==> src/rtl/hazard_pkg.sv <==
// Shared types and constants for the MIPS pipeline hazard/forwarding controller.
// Optional performance counters are enabled with HAZARD_PERF_CNT_EN.
package hazard_pkg;

    localparam logic [1:0] FWD_RF  = 2'b00;
    localparam logic [1:0] FWD_WB  = 2'b01;
    localparam logic [1:0] FWD_MEM = 2'b10;

    localparam logic [4:0] REG_ZERO = 5'd0;

    typedef enum logic [1:0] {
        RUN     = 2'd0,
        LDSTALL = 2'd1,
        BRFLUSH = 2'd2
    } hz_state_t;

endpackage

==> src/rtl/hazard_unit_if.sv <==
// Datapath <-> hazard controller bundle: register-index taps in, pipeline controls out.
// Perf-counter outputs exist only when HAZARD_PERF_CNT_EN is defined.
interface hazard_unit_if #(
    parameter int REG_W = 5
);
    logic [REG_W-1:0] RsD;
    logic [REG_W-1:0] RtD;
    logic [REG_W-1:0] RtE;
    logic [REG_W-1:0] WriteRegE;
    logic [REG_W-1:0] WriteRegM;
    logic             RegWriteE;
    logic             RegWriteM;
    logic             LWE;
    logic             tontbE;

    logic             stalF;
    logic             stalD;
    logic             flushD;
    logic             flushE;
    logic [1:0]       forwardAE;
    logic [1:0]       forwardBE;
    logic [1:0]       hz_state;
    logic             stall_err;

`ifdef HAZARD_PERF_CNT_EN
    logic [15:0]      perf_stall;
    logic [15:0]      perf_flush;
    logic [15:0]      perf_fwd;

    modport master (
        output RsD, RtD, RtE, WriteRegE, WriteRegM, RegWriteE, RegWriteM, LWE, tontbE,
        input  stalF, stalD, flushD, flushE, forwardAE, forwardBE, hz_state, stall_err,
        input  perf_stall, perf_flush, perf_fwd
    );
    modport slave (
        input  RsD, RtD, RtE, WriteRegE, WriteRegM, RegWriteE, RegWriteM, LWE, tontbE,
        output stalF, stalD, flushD, flushE, forwardAE, forwardBE, hz_state, stall_err,
        output perf_stall, perf_flush, perf_fwd
    );
`else
    modport master (
        output RsD, RtD, RtE, WriteRegE, WriteRegM, RegWriteE, RegWriteM, LWE, tontbE,
        input  stalF, stalD, flushD, flushE, forwardAE, forwardBE, hz_state, stall_err
    );
    modport slave (
        input  RsD, RtD, RtE, WriteRegE, WriteRegM, RegWriteE, RegWriteM, LWE, tontbE,
        output stalF, stalD, flushD, flushE, forwardAE, forwardBE, hz_state, stall_err
    );
`endif

endinterface

==> src/rtl/hazard_fwd_sel.sv <==
// One forwarding-mux select: compares a source index against the M and W write-backs.
// M has priority because it holds the younger result; register $0 never forwards.
module hazard_fwd_sel
    import hazard_pkg::*;
#(
    parameter int REG_W = 5
) (
    input  logic [REG_W-1:0] src_i,
    input  logic [REG_W-1:0] wr_m_i,
    input  logic             we_m_i,
    input  logic [REG_W-1:0] wr_w_i,
    input  logic             we_w_i,
    output logic [1:0]       sel_o
);

    localparam logic [REG_W-1:0] ZERO = REG_W'(REG_ZERO);

    always_comb begin
        sel_o = FWD_RF;
        if (we_m_i && (wr_m_i != ZERO) && (wr_m_i == src_i)) begin
            sel_o = FWD_MEM;
        end else if (we_w_i && (wr_w_i != ZERO) && (wr_w_i == src_i)) begin
            sel_o = FWD_WB;
        end
    end

endmodule

==> src/rtl/hazard_unit.sv <==
// Hazard/forwarding controller for the 5-stage MIPS pipeline, with stall watchdog.
// Optional saturating perf counters are built when HAZARD_PERF_CNT_EN is defined.
module hazard_unit
    import hazard_pkg::*;
#(
    parameter int MAX_STALL = 4,
    parameter int REG_W     = 5
) (
    input  logic         clk,
    input  logic         reset,
    hazard_unit_if.slave hz
);

    localparam int               CNT_W = $clog2(MAX_STALL + 1);
    localparam logic [REG_W-1:0] ZERO  = REG_W'(REG_ZERO);
    localparam logic [CNT_W-1:0] CNT_MAX = CNT_W'(MAX_STALL);

    // Shadow copies of ID/EX rs and MEM/WB write info the datapath keeps private
    logic [REG_W-1:0] RsE_q, RsE_d;
    logic [REG_W-1:0] WriteRegW_q;
    logic             RegWriteW_q;

    logic             lwstall;
    logic [1:0]       fwd_a, fwd_b;
    logic             stall_s, flushD_s, flushE_s;

    hz_state_t        state_q, state_d;
    logic [CNT_W-1:0] stall_cnt_q, stall_cnt_d;
    logic             stall_err_q, stall_err_d;

    logic             diag_unused;

    assign diag_unused = ^{hz.WriteRegE, hz.RegWriteE};

    hazard_fwd_sel #(.REG_W(REG_W)) u_fwd_a (
        .src_i  (RsE_q),
        .wr_m_i (hz.WriteRegM),
        .we_m_i (hz.RegWriteM),
        .wr_w_i (WriteRegW_q),
        .we_w_i (RegWriteW_q),
        .sel_o  (fwd_a)
    );

    hazard_fwd_sel #(.REG_W(REG_W)) u_fwd_b (
        .src_i  (hz.RtE),
        .wr_m_i (hz.WriteRegM),
        .we_m_i (hz.RegWriteM),
        .wr_w_i (WriteRegW_q),
        .we_w_i (RegWriteW_q),
        .sel_o  (fwd_b)
    );

    assign lwstall = hz.LWE && (hz.RtE != ZERO) &&
                     ((hz.RtE == hz.RsD) || (hz.RtE == hz.RtD));

    // Controls are combinational, but held inactive while reset is asserted
    always_comb begin
        stall_s      = 1'b0;
        flushD_s     = 1'b0;
        flushE_s     = 1'b0;
        hz.forwardAE = FWD_RF;
        hz.forwardBE = FWD_RF;
        if (reset) begin
            stall_s      = lwstall && !hz.tontbE;
            flushD_s     = hz.tontbE;
            flushE_s     = lwstall || hz.tontbE;
            hz.forwardAE = fwd_a;
            hz.forwardBE = fwd_b;
        end
    end

    assign hz.stalF     = stall_s;
    assign hz.stalD     = stall_s;
    assign hz.flushD    = flushD_s;
    assign hz.flushE    = flushE_s;
    assign hz.hz_state  = state_q;
    assign hz.stall_err = stall_err_q;

    assign RsE_d = flushE_s ? ZERO : hz.RsD;

    always_ff @(posedge clk or negedge reset) begin
        if (!reset) begin
            RsE_q       <= '0;
            RegWriteW_q <= 1'b0;
            WriteRegW_q <= '0;
        end else begin
            RsE_q       <= RsE_d;
            RegWriteW_q <= hz.RegWriteM;
            WriteRegW_q <= hz.WriteRegM;
        end
    end

    always_ff @(posedge clk or negedge reset) begin
        if (!reset) begin
            state_q <= RUN;
        end else begin
            state_q <= state_d;
        end
    end

    // Next state depends only on this cycle's event; any stray encoding falls back to RUN
    always_comb begin
        state_d = RUN;
        if (hz.tontbE) begin
            state_d = BRFLUSH;
        end else if (lwstall) begin
            state_d = LDSTALL;
        end
    end

    always_comb begin
        stall_cnt_d = '0;
        if (stall_s) begin
            stall_cnt_d = (stall_cnt_q == CNT_MAX) ? stall_cnt_q : stall_cnt_q + CNT_W'(1);
        end
        stall_err_d = stall_err_q || (stall_cnt_d == CNT_MAX);
    end

    always_ff @(posedge clk or negedge reset) begin
        if (!reset) begin
            stall_cnt_q <= '0;
            stall_err_q <= 1'b0;
        end else begin
            stall_cnt_q <= stall_cnt_d;
            stall_err_q <= stall_err_d;
        end
    end

`ifdef HAZARD_PERF_CNT_EN
    function automatic logic [15:0] sat_inc16(input logic [15:0] v, input logic en);
        return (en && (v != 16'hFFFF)) ? v + 16'd1 : v;
    endfunction

    logic [15:0] perf_stall_q, perf_flush_q, perf_fwd_q;

    always_ff @(posedge clk or negedge reset) begin
        if (!reset) begin
            perf_stall_q <= '0;
            perf_flush_q <= '0;
            perf_fwd_q   <= '0;
        end else begin
            perf_stall_q <= sat_inc16(perf_stall_q, lwstall);
            perf_flush_q <= sat_inc16(perf_flush_q, hz.tontbE);
            perf_fwd_q   <= sat_inc16(perf_fwd_q, (fwd_a != FWD_RF) || (fwd_b != FWD_RF));
        end
    end

    assign hz.perf_stall = perf_stall_q;
    assign hz.perf_flush = perf_flush_q;
    assign hz.perf_fwd   = perf_fwd_q;
`endif

endmodule

==> src/flat_wrapper.sv <==
// flat-port wrapper written by rule: the top's interface ports become plain ports
module hazard_unit_flat import hazard_pkg::*;
#(
    parameter int MAX_STALL = 4,
    parameter int REG_W     = 5
)
  (clk, reset, hz_RsD, hz_RtD, hz_RtE, hz_WriteRegE, hz_WriteRegM, hz_RegWriteE, hz_RegWriteM, hz_LWE, hz_tontbE, hz_stalF, hz_stalD, hz_flushD, hz_flushE, hz_forwardAE, hz_forwardBE, hz_hz_state, hz_stall_err);
  hazard_unit_if #(.REG_W(REG_W)) hz_i ();
  input  logic clk;
  input  logic reset;
  input wire logic [$bits(hz_i.RsD)-1:0] hz_RsD;
  input wire logic [$bits(hz_i.RtD)-1:0] hz_RtD;
  input wire logic [$bits(hz_i.RtE)-1:0] hz_RtE;
  input wire logic [$bits(hz_i.WriteRegE)-1:0] hz_WriteRegE;
  input wire logic [$bits(hz_i.WriteRegM)-1:0] hz_WriteRegM;
  input wire logic [$bits(hz_i.RegWriteE)-1:0] hz_RegWriteE;
  input wire logic [$bits(hz_i.RegWriteM)-1:0] hz_RegWriteM;
  input wire logic [$bits(hz_i.LWE)-1:0] hz_LWE;
  input wire logic [$bits(hz_i.tontbE)-1:0] hz_tontbE;
  output wire logic [$bits(hz_i.stalF)-1:0] hz_stalF;
  output wire logic [$bits(hz_i.stalD)-1:0] hz_stalD;
  output wire logic [$bits(hz_i.flushD)-1:0] hz_flushD;
  output wire logic [$bits(hz_i.flushE)-1:0] hz_flushE;
  output wire logic [$bits(hz_i.forwardAE)-1:0] hz_forwardAE;
  output wire logic [$bits(hz_i.forwardBE)-1:0] hz_forwardBE;
  output wire logic [$bits(hz_i.hz_state)-1:0] hz_hz_state;
  output wire logic [$bits(hz_i.stall_err)-1:0] hz_stall_err;
  assign hz_i.RsD = hz_RsD;
  assign hz_i.RtD = hz_RtD;
  assign hz_i.RtE = hz_RtE;
  assign hz_i.WriteRegE = hz_WriteRegE;
  assign hz_i.WriteRegM = hz_WriteRegM;
  assign hz_i.RegWriteE = hz_RegWriteE;
  assign hz_i.RegWriteM = hz_RegWriteM;
  assign hz_i.LWE = hz_LWE;
  assign hz_i.tontbE = hz_tontbE;
  assign hz_stalF = hz_i.stalF;
  assign hz_stalD = hz_i.stalD;
  assign hz_flushD = hz_i.flushD;
  assign hz_flushE = hz_i.flushE;
  assign hz_forwardAE = hz_i.forwardAE;
  assign hz_forwardBE = hz_i.forwardBE;
  assign hz_hz_state = hz_i.hz_state;
  assign hz_stall_err = hz_i.stall_err;
  hazard_unit #(.MAX_STALL(MAX_STALL), .REG_W(REG_W)) u_core (.clk(clk), .reset(reset), .hz(hz_i));
endmodule
==> config.mk <==
export PLATFORM = sky130hd
export DESIGN_NAME = hazard_unit_flat
export DESIGN_NICKNAME = d
export VERILOG_FILES = /design/src/rtl/hazard_pkg.sv /design/src/rtl/hazard_unit_if.sv /design/src/rtl/hazard_fwd_sel.sv /design/src/rtl/hazard_unit.sv /design/src/flat_wrapper.sv
export SDC_FILE = /design/constraint.sdc
export NUM_CORES = 1
export LEC_CHECK = 0
export ABC_CLOCK_PERIOD_IN_PS = 3850
export CORE_MARGIN = 2
export CORE_UTILIZATION = 47
export DETAILED_ROUTE_END_ITERATION = 6
export MAX_ROUTING_LAYER = met4
export PLACE_DENSITY = 0.84
export SYNTH_ARGS = -nofsm -noshare
export SYNTH_HDL_FRONTEND = slang
export SYNTH_SLANG_ARGS = --single-unit
==> constraint.sdc <==
create_clock -name clk -period 3.85 [get_ports clk]
set_clock_uncertainty 0.2 [all_clocks]
set_input_delay 0.77 -clock clk [delete_from_list [all_inputs] [get_ports clk]]
set_output_delay 0.77 -clock clk [all_outputs]
set_load 0.02 [all_outputs]
Run 1, routing congestion map:
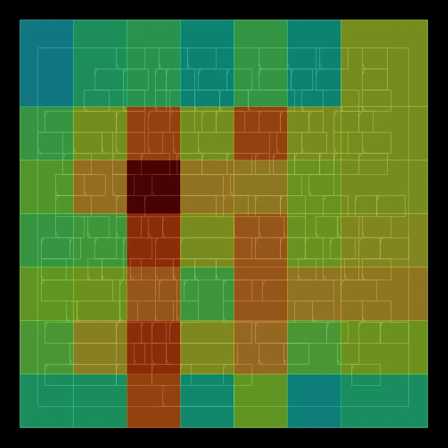
mean routed wirelength per cell: 16.0 um
GRT Total Usage: 23.5%
GR Util met1: 26.8%

Run 1, clock wires, drivers and flops:
Bar = 20 um.
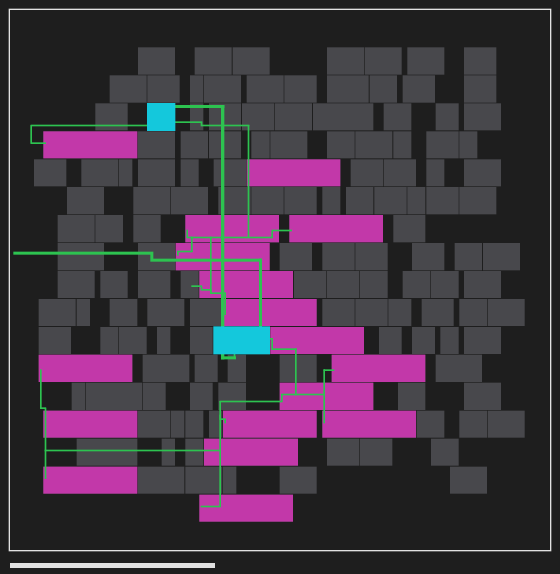
[cyan] cells driving clock nets | count: 3
[magenta] flip-flops | count: 17
[green] clock wires | length: 203 um
routed clock nets	4

Run 1, M3 wires:
Bar = 20 um. Cells faint in the background.
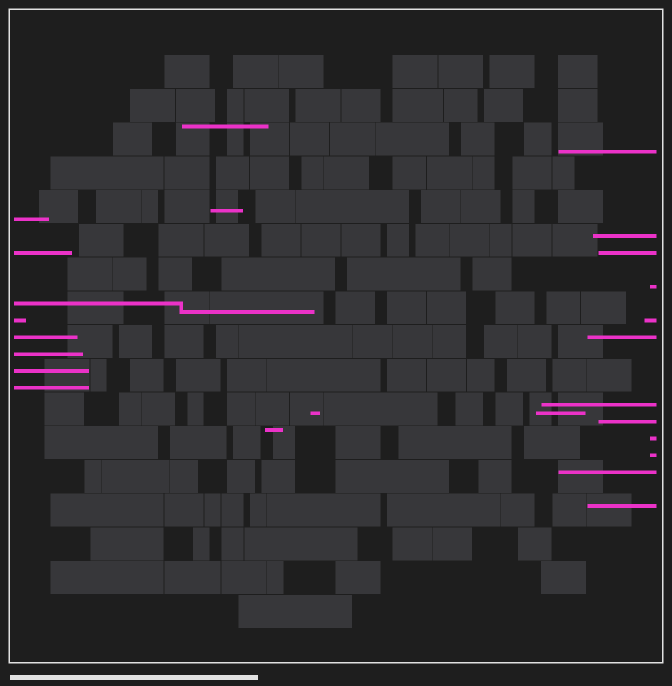
nets with wire on the layer	23
wire length on this layer	118 um
share of all routed wire	4.1%
main direction	horizontal
longest straight run	13.3 um
vias: 938
total wire length: 2.84 mm
met3 usage: 3.43%

==> impl_results.rst, run 1 <==
Implementation results
======================

.. list-table::
   :header-rows: 1

   * - Metric
     - Value
   * - Worst setup slack for register-to-register paths
     - between 1.5 and 2 ns
   * - Router iterations before antenna repair
     - 4
   * - TritonCTS Sinks
     - 17
   * - Flip-flop and latch count after synthesis
     - 17
   * - Total power
     - 397 uW
   * - Number of hold-repair buffers added at the cts stage
     - 0
   * - Setup TNS
     - 0 ns
   * - Number of non-clock inverters in the layout
     - 6
   * - Largest net degree at the start of global routing
     - 23
   * - Number of nets in the layout
     - between 150 and 200
   * - Most Frequent Cell on Critical Path
     - sky130_fd_sc_hd__clkdlybuf4s50_1
   * - Root Buffer
     - sky130_fd_sc_hd__clkbuf_4
   * - Hold_sp
     - u_core.hz.stall_err
   * - Deepest level of the CTS H-tree
     - 1
   * - Number of non-clock buffers in the layout
     - 48
   * - Pint
     - 283 uW
   * - XOR/XNOR Fraction of Synth Area
     - roughly 24%
   * - RR Endpoint
     - u_core.hz.stall_err
   * - Dpl ws
     - -0.0584 ns
   * - R2r worst-path depth
     - 5
   * - Comb area
     - 606 um^2
   * - Wl on met1
     - about 1.2 mm
   * - Fmax
     - between 200 and 300 MHz
   * - Status
     - completed
   * - Floorplan-stage core utilization
     - between 50% and 60%
   * - Number of distinct library cells after synthesis
     - 30
   * - Number of warning messages in the yosys log
     - 0
   * - CP Depth
     - 6
   * - Most numerous cell types in the synthesized netlist
     - 22 x sky130_fd_sc_hd__xor2_1, 17 x sky130_fd_sc_hd__dfrtp_1, 9 x sky130_fd_sc_hd__xnor2_1
   * - Vertical die dimension
     - ~53 um
   * - Reg power frac
     - just under 50%
   * - Fraction of post-synthesis cell area in the top cell type by area
     - about two fifths
   * - Placement-stage cell area
     - between 0.0015 and 0.002 mm^2
   * - CTS clk-pin slew, worst paths
     - 0.10 ns
   * - Fraction of synthesized area in multiplexers
     - 0%
   * - Synthesized netlist cell count
     - roughly 110
   * - Largest contributor to cell area by class
     - multi-input combinational cells
   * - Number of enable-type register cells in the synthesized netlist
     - 0
   * - Detailed router's first-iteration violation count
     - 12
   * - DR top layer
     - met4
   * - Switching power as a share of total power
     - ~29%
   * - Nature of the critical path endpoint
     - output pin
   * - Cell-by-cell listing of the critical path
     - clkdlybuf4s50_1 -> xnor2_1 -> nand3_1 -> nor4_2 -> and2_1 -> clkdlybuf4s50_1
   * - Worst Setup EP
     - hz_forwardBE[1]
   * - Clock buffer count
     - 3
   * - Cell types occupying the most area after synthesis
     - sky130_fd_sc_hd__dfrtp_1 38%, sky130_fd_sc_hd__xor2_1 17%, sky130_fd_sc_hd__xnor2_1 7.1%, sky130_fd_sc_hd__o311a_1 4.5%, sky130_fd_sc_hd__buf_6 3.0%
   * - Synth Flop Type
     - sky130_fd_sc_hd__dfrtp_1
   * - Register cell area after layout
     - around 430 um^2
   * - Number of placed instances, taps included
     - ~170
   * - Final instance area
     - about 0.0016 mm^2
   * - Category of cells accounting for the largest share of critical-path delay
     - buffers and inverters
   * - Switching component of the power
     - between 100 and 150 uW
   * - DRT antenna net count
     - 0
   * - Chip Width
     - approximately 53 um
   * - Mapped Avg Cell Area
     - about 10 um^2
   * - Fillers
     - between 150 and 200
   * - Routed length on met3
     - approximately 120 um
   * - Final core utilization
     - 70.6%
   * - Pin slew with the least headroom to its limit
     - around 0.38 ns
   * - Terminating pin of the worst hold path
     - u_core.hz.stall_err
   * - Max FO, Critical Path
     - 5
   * - Antenna violations before repair
     - 0
   * - Residual DRC
     - 0
   * - Clock latency at the later pin of the worst-skew pair
     - around 0.29 ns
   * - Most common cell in the netlist
     - sky130_fd_sc_hd__xor2_1
   * - Proportion of synthesized chip area in sequential cells
     - about two fifths
   * - Dominant kind of combinational cell
     - XOR/XNOR gates
   * - Maximum resistive drop on vdd
     - between 0.2 and 0.25 mV
   * - Slowest cell on the critical path
     - sky130_fd_sc_hd__clkdlybuf4s50_1
   * - Share of the final layout cell area in multi-input gates
     - between 30% and 40%
   * - Max-Slew Margin vs Limit
     - between 70% and 80%
   * - Pwr/cell area
     - around 250 mW/mm^2
   * - Sum of buffers and inverters on the critical path
     - 2
   * - Number of warnings the tools reported
     - 33
   * - Post-layout period usage of the worst path
     - 99.0%
   * - Most congested layer reported by global routing
     - met2
   * - Highest-count cells in the layout ignoring fill and taps
     - 30 x sky130_fd_sc_hd__clkdlybuf4s50_1, 22 x sky130_fd_sc_hd__xor2_1, 17 x sky130_fd_sc_hd__dfrtp_1
   * - Area share of buffers outside the clock network
     - 28.5%
   * - Share of total power in combinational logic
     - between 20% and 30%
   * - Time the final worst path needs with I/O delays and setup
     - 3.81 ns
   * - Number of tap instances
     - 28
   * - Reg-to-reg startpoint
     - u_core.stall_cnt_q[0]
   * - GPL Wtd Cong
     - around 0.85
   * - Synthesized-area fraction occupied by and/or/nand/nor cells
     - 15.6%
   * - Maximum buffer depth of the clock tree
     - 2
   * - Final hold slack
     - roughly 0.29 ns
   * - Launch point of the critical path
     - hz_RtE[2]
   * - CP startpoint kind
     - input pin
   * - Yosys cell count
     - approximately 110
   * - Yosys stat area
     - about 0.0011 mm^2
   * - Core Footprint
     - ~0.0022 mm^2
## run 1: power by group through the flow
stage | clock network, uW | logic (uW) | registers, uW
finish | 96.3 | 107 | 193
global route | 104 | 115 | 194
CTS | 97.4 | 107 | 193
detailed placement | 0 | 106 | 197
global placement | 0 | 103 | 196
floorplan | 0 | 52.0 | 196
## run 1: what timing repair did
| item | in CTS | in global routing |
|---|---|---|
| endpoints found under the setup margin | 4 | 2 |
| gates resized | 4 | 2 |
| endpoints found under the hold margin | 0 | 0 |
## run 1: registers in the layout (all words and copies together), names as in the netlist
register and cells:
u_core.hz.stall_err 1, u_core.RegWriteW_q 1, u_core.stall_cnt_q 3, u_core.hz.hz_state 2, u_core.WriteRegW_q 5, u_core.RsE_q 5
## Run 2: what changed since run 1
ABC_AREA = 1   (was not set)
Run 2, signal wires on met2:
Cells faint in the background.
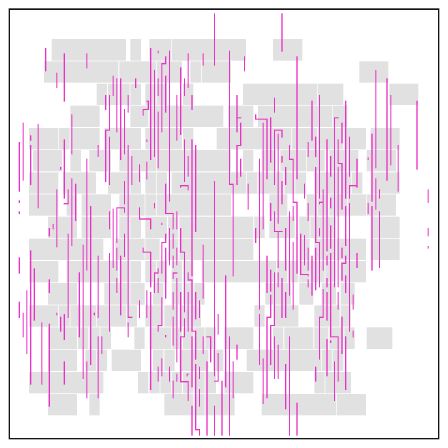
wire length on this layer	1,340 um
nets with wire on the layer	184
main direction	vertical
share of all routed wire	50%
longest straight run	23.8 um
total wire length: 2.69 mm
vias: 1,087

==> impl_results.rst, run 2 <==
Implementation results
======================

.. list-table::
   :header-rows: 1

   * - Metric
     - Value
   * - R2r worst-path depth
     - 6 (was 5)
   * - Maximum resistive drop on vdd
     - 0.193 mV (was 0.213 mV)
   * - DRT antenna net count
     - 0 (unchanged)
   * - GR Util met1
     - 26.4% (was 26.8%)
   * - Share of the final layout cell area in multi-input gates
     - 37.3% (was 38.8%)
   * - Resized Gates After CTS
     - 0 (was 4)
   * - Max-Slew Margin vs Limit
     - 79.0% (was 74.9%)
   * - Chip Width
     - 52.5 um (was 52.6 um)
   * - Most numerous cell types in the synthesized netlist
     - 35 x sky130_fd_sc_hd__nand2_1, 23 x sky130_fd_sc_hd__nor2_1, 21 x sky130_fd_sc_hd__inv_1 (was 22 x sky130_fd_sc_hd__xor2_1, 17 x sky130_fd_sc_hd__dfrtp_1, 9 x sky130_fd_sc_hd__xnor2_1)
   * - Terminating pin of the worst hold path
     - u_core.hz.stall_err (unchanged)
   * - Pint
     - 274 uW (was 283 uW)
   * - Switching power as a share of total power
     - 29.6% (was 28.8%)
   * - Most common cell in the netlist
     - sky130_fd_sc_hd__nand2_1 (was sky130_fd_sc_hd__xor2_1)
   * - Antenna violations before repair
     - 0 (unchanged)
   * - Fraction of post-synthesis cell area in the top cell type by area
     - 38.5% (was 38.4%)
   * - Synthesized-area fraction occupied by and/or/nand/nor cells
     - 29.3% (was 15.6%)
   * - Cell types occupying the most area after synthesis
     - sky130_fd_sc_hd__dfrtp_1 39%, sky130_fd_sc_hd__nand2_1 12%, sky130_fd_sc_hd__xor2_1 7.9%, sky130_fd_sc_hd__nor2_1 7.8%, sky130_fd_sc_hd__inv_1 7.1% (was sky130_fd_sc_hd__dfrtp_1 38%, sky130_fd_sc_hd__xor2_1 17%, sky130_fd_sc_hd__xnor2_1 7.1%, sky130_fd_sc_hd__o311a_1 4.5%, sky130_fd_sc_hd__buf_6 3.0%)
   * - Dominant kind of combinational cell
     - simple AND/OR/NAND/NOR gates (was XOR/XNOR gates)
   * - CP Depth
     - 10 (was 6)
   * - Floorplan-stage core utilization
     - 49.9% (was 50.1%)
   * - Number of enable-type register cells in the synthesized netlist
     - 0 (unchanged)
   * - Most congested layer reported by global routing
     - met2 (unchanged)
   * - XOR/XNOR Fraction of Synth Area
     - 14.3% (was 24.5%)
   * - Mapped Avg Cell Area
     - 7.46 um^2 (was 10.5 um^2)
   * - Register cell area after layout
     - 425 um^2 (unchanged)
   * - Largest net degree at the start of global routing
     - 20 (was 23)
   * - Cell-by-cell listing of the critical path
     - clkdlybuf4s50_1 -> inv_1 -> nand2_1 -> nand2_1 -> nor2_1 -> nand3_1 -> nand2_2 -> nand3_4 -> nor2_4 -> clkdlybuf4s50_1 (was clkdlybuf4s50_1 -> xnor2_1 -> nand3_1 -> nor4_2 -> and2_1 -> clkdlybuf4s50_1)
   * - Number of non-clock inverters in the layout
     - 26 (was 6)
   * - Reg power frac
     - 49.3% (was 48.7%)
   * - RR Endpoint
     - u_core.hz.stall_err (unchanged)
   * - Largest contributor to cell area by class
     - multi-input combinational cells (unchanged)
   * - Met3 usage
     - 4.57% (was 3.43%)
   * - Setup TNS
     - 0 ns (unchanged)
   * - Number of nets in the layout
     - 221 (was 184)
   * - Comb area
     - 567 um^2 (was 606 um^2)
   * - Fraction of synthesized area in multiplexers
     - 0% (unchanged)
   * - CTS clk-pin slew, worst paths
     - 0.09 ns (was 0.10 ns)
   * - Proportion of synthesized chip area in sequential cells
     - 38.5% (was 38.4%)
   * - Switching component of the power
     - 115 uW (was 114 uW)
   * - Max FO, Critical Path
     - 6 (was 5)
   * - Deepest level of the CTS H-tree
     - 1 (unchanged)
   * - TritonCTS Sinks
     - 17 (unchanged)
   * - GPL Wtd Cong
     - 0.852 (about the same)
   * - Number of distinct library cells after synthesis
     - 23 (was 30)
   * - Max-capacitance violation count
     - 0 (unchanged)
   * - Clock latency at the later pin of the worst-skew pair
     - 0.29 ns (about the same)
   * - Launch point of the critical path
     - hz_RtE[4] (was hz_RtE[2])
   * - CP startpoint kind
     - input pin (unchanged)
   * - Post-layout period usage of the worst path
     - 96.7% (was 99.0%)
   * - Nature of the critical path endpoint
     - output pin (unchanged)
   * - Power in combinational cells
     - 99.6 uW (was 107 uW)
   * - Hold_sp
     - u_core.hz.stall_err (unchanged)
   * - Flip-flop and latch count after synthesis
     - 17 (unchanged)
   * - Worst setup slack for register-to-register paths
     - 2.42 ns (was 1.97 ns)
   * - Synthesized netlist cell count
     - 148 (was 106)
   * - Number of warning messages in the yosys log
     - 0 (unchanged)
   * - Fillers
     - 182 (was 181)
   * - Pwr/cell area
     - 256 mW/mm^2 (was 254 mW/mm^2)
   * - Area share of buffers outside the clock network
     - 24.1% (was 28.5%)
   * - Flip-flop and latch power
     - 192 uW (was 193 uW)
   * - Core Footprint
     - 0.00221 mm^2 (unchanged)
   * - Total power
     - 389 uW (was 397 uW)
   * - Largest registers ranked by flip-flop count
     - u_core.RsE_q: 5 flops, u_core.WriteRegW_q: 5 flops, u_core.stall_cnt_q: 3 flops (unchanged)
   * - Clk. pwr
     - 97.5 uW (was 96.3 uW)
   * - Yosys cell count
     - 148 (was 106)
   * - Time the final worst path needs with I/O delays and setup
     - 3.72 ns (was 3.81 ns)
   * - Fmax
     - 269 MHz (was 262 MHz)
   * - Detailed router's first-iteration violation count
     - 23 (was 12)
   * - Slowest cell on the critical path
     - sky130_fd_sc_hd__clkdlybuf4s50_1 (unchanged)
   * - Number of non-clock buffers in the layout
     - 37 (was 48)
   * - Category of cells accounting for the largest share of critical-path delay
     - buffers and inverters (unchanged)
   * - Number of tap instances
     - 28 (unchanged)
   * - Synth Flop Type
     - sky130_fd_sc_hd__dfrtp_1 (unchanged)
   * - Worst Setup EP
     - hz_stalF (was hz_forwardBE[1])
   * - Power group with the highest consumption
     - sequential cells (unchanged)
   * - Yosys stat area
     - 0.00110 mm^2 (was 0.00111 mm^2)
   * - Sum of buffers and inverters on the critical path
     - 3 (was 2)
   * - Status
     - completed (unchanged)
   * - Router iterations before antenna repair
     - 4 (unchanged)
   * - Diode insertion count for antenna repair
     - 0 (unchanged)
Run 2, wiring by layer:
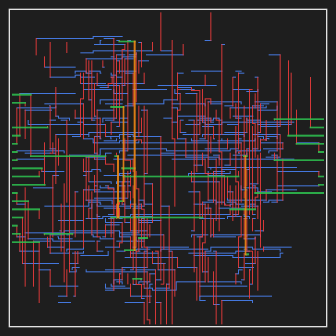
color	layer	wire length
green	met3	153 um
orange	met4	76.8 um
red	met2	1,340 um
blue	met1	1,120 um
mean routed wirelength per cell: 12.5 um
GRT Total Usage: 24.4%

==> run 2: cell count changes after synthesis, moves of 12 or more <==
cell	change
sky130_fd_sc_hd__nand2_1	+33
sky130_fd_sc_hd__nor2_1	+21
sky130_fd_sc_hd__inv_1	+15
sky130_fd_sc_hd__xor2_1	-12
==> run 2: routing by layer <==
| metal | share of wire, % | vias up |
|---|---|---|
| met4 | 2.8 | 0 |
| met2 | 50 | 48 |
| li1 | - | 533 |
| met3 | 5.7 | 10 |
| met5 | 0 | - |
| met1 | 42 | 496 |
==> run 2: stage by stage <==
stage,instance area [um^2],setup slack [ns],instances,hold WS (ns)
after CTS,1520,0.121,215,0.282
after global routing,1520,0.000481,215,0.310
final,1520,0.128,215,0.271
after detailed placement,1490,0.137,211,0.257
after global placement,1490,0.169,211,0.248
after floorplan,1100,1.18,148,0.274
No activity file was given, so power comes from the tool's default toggle rates.
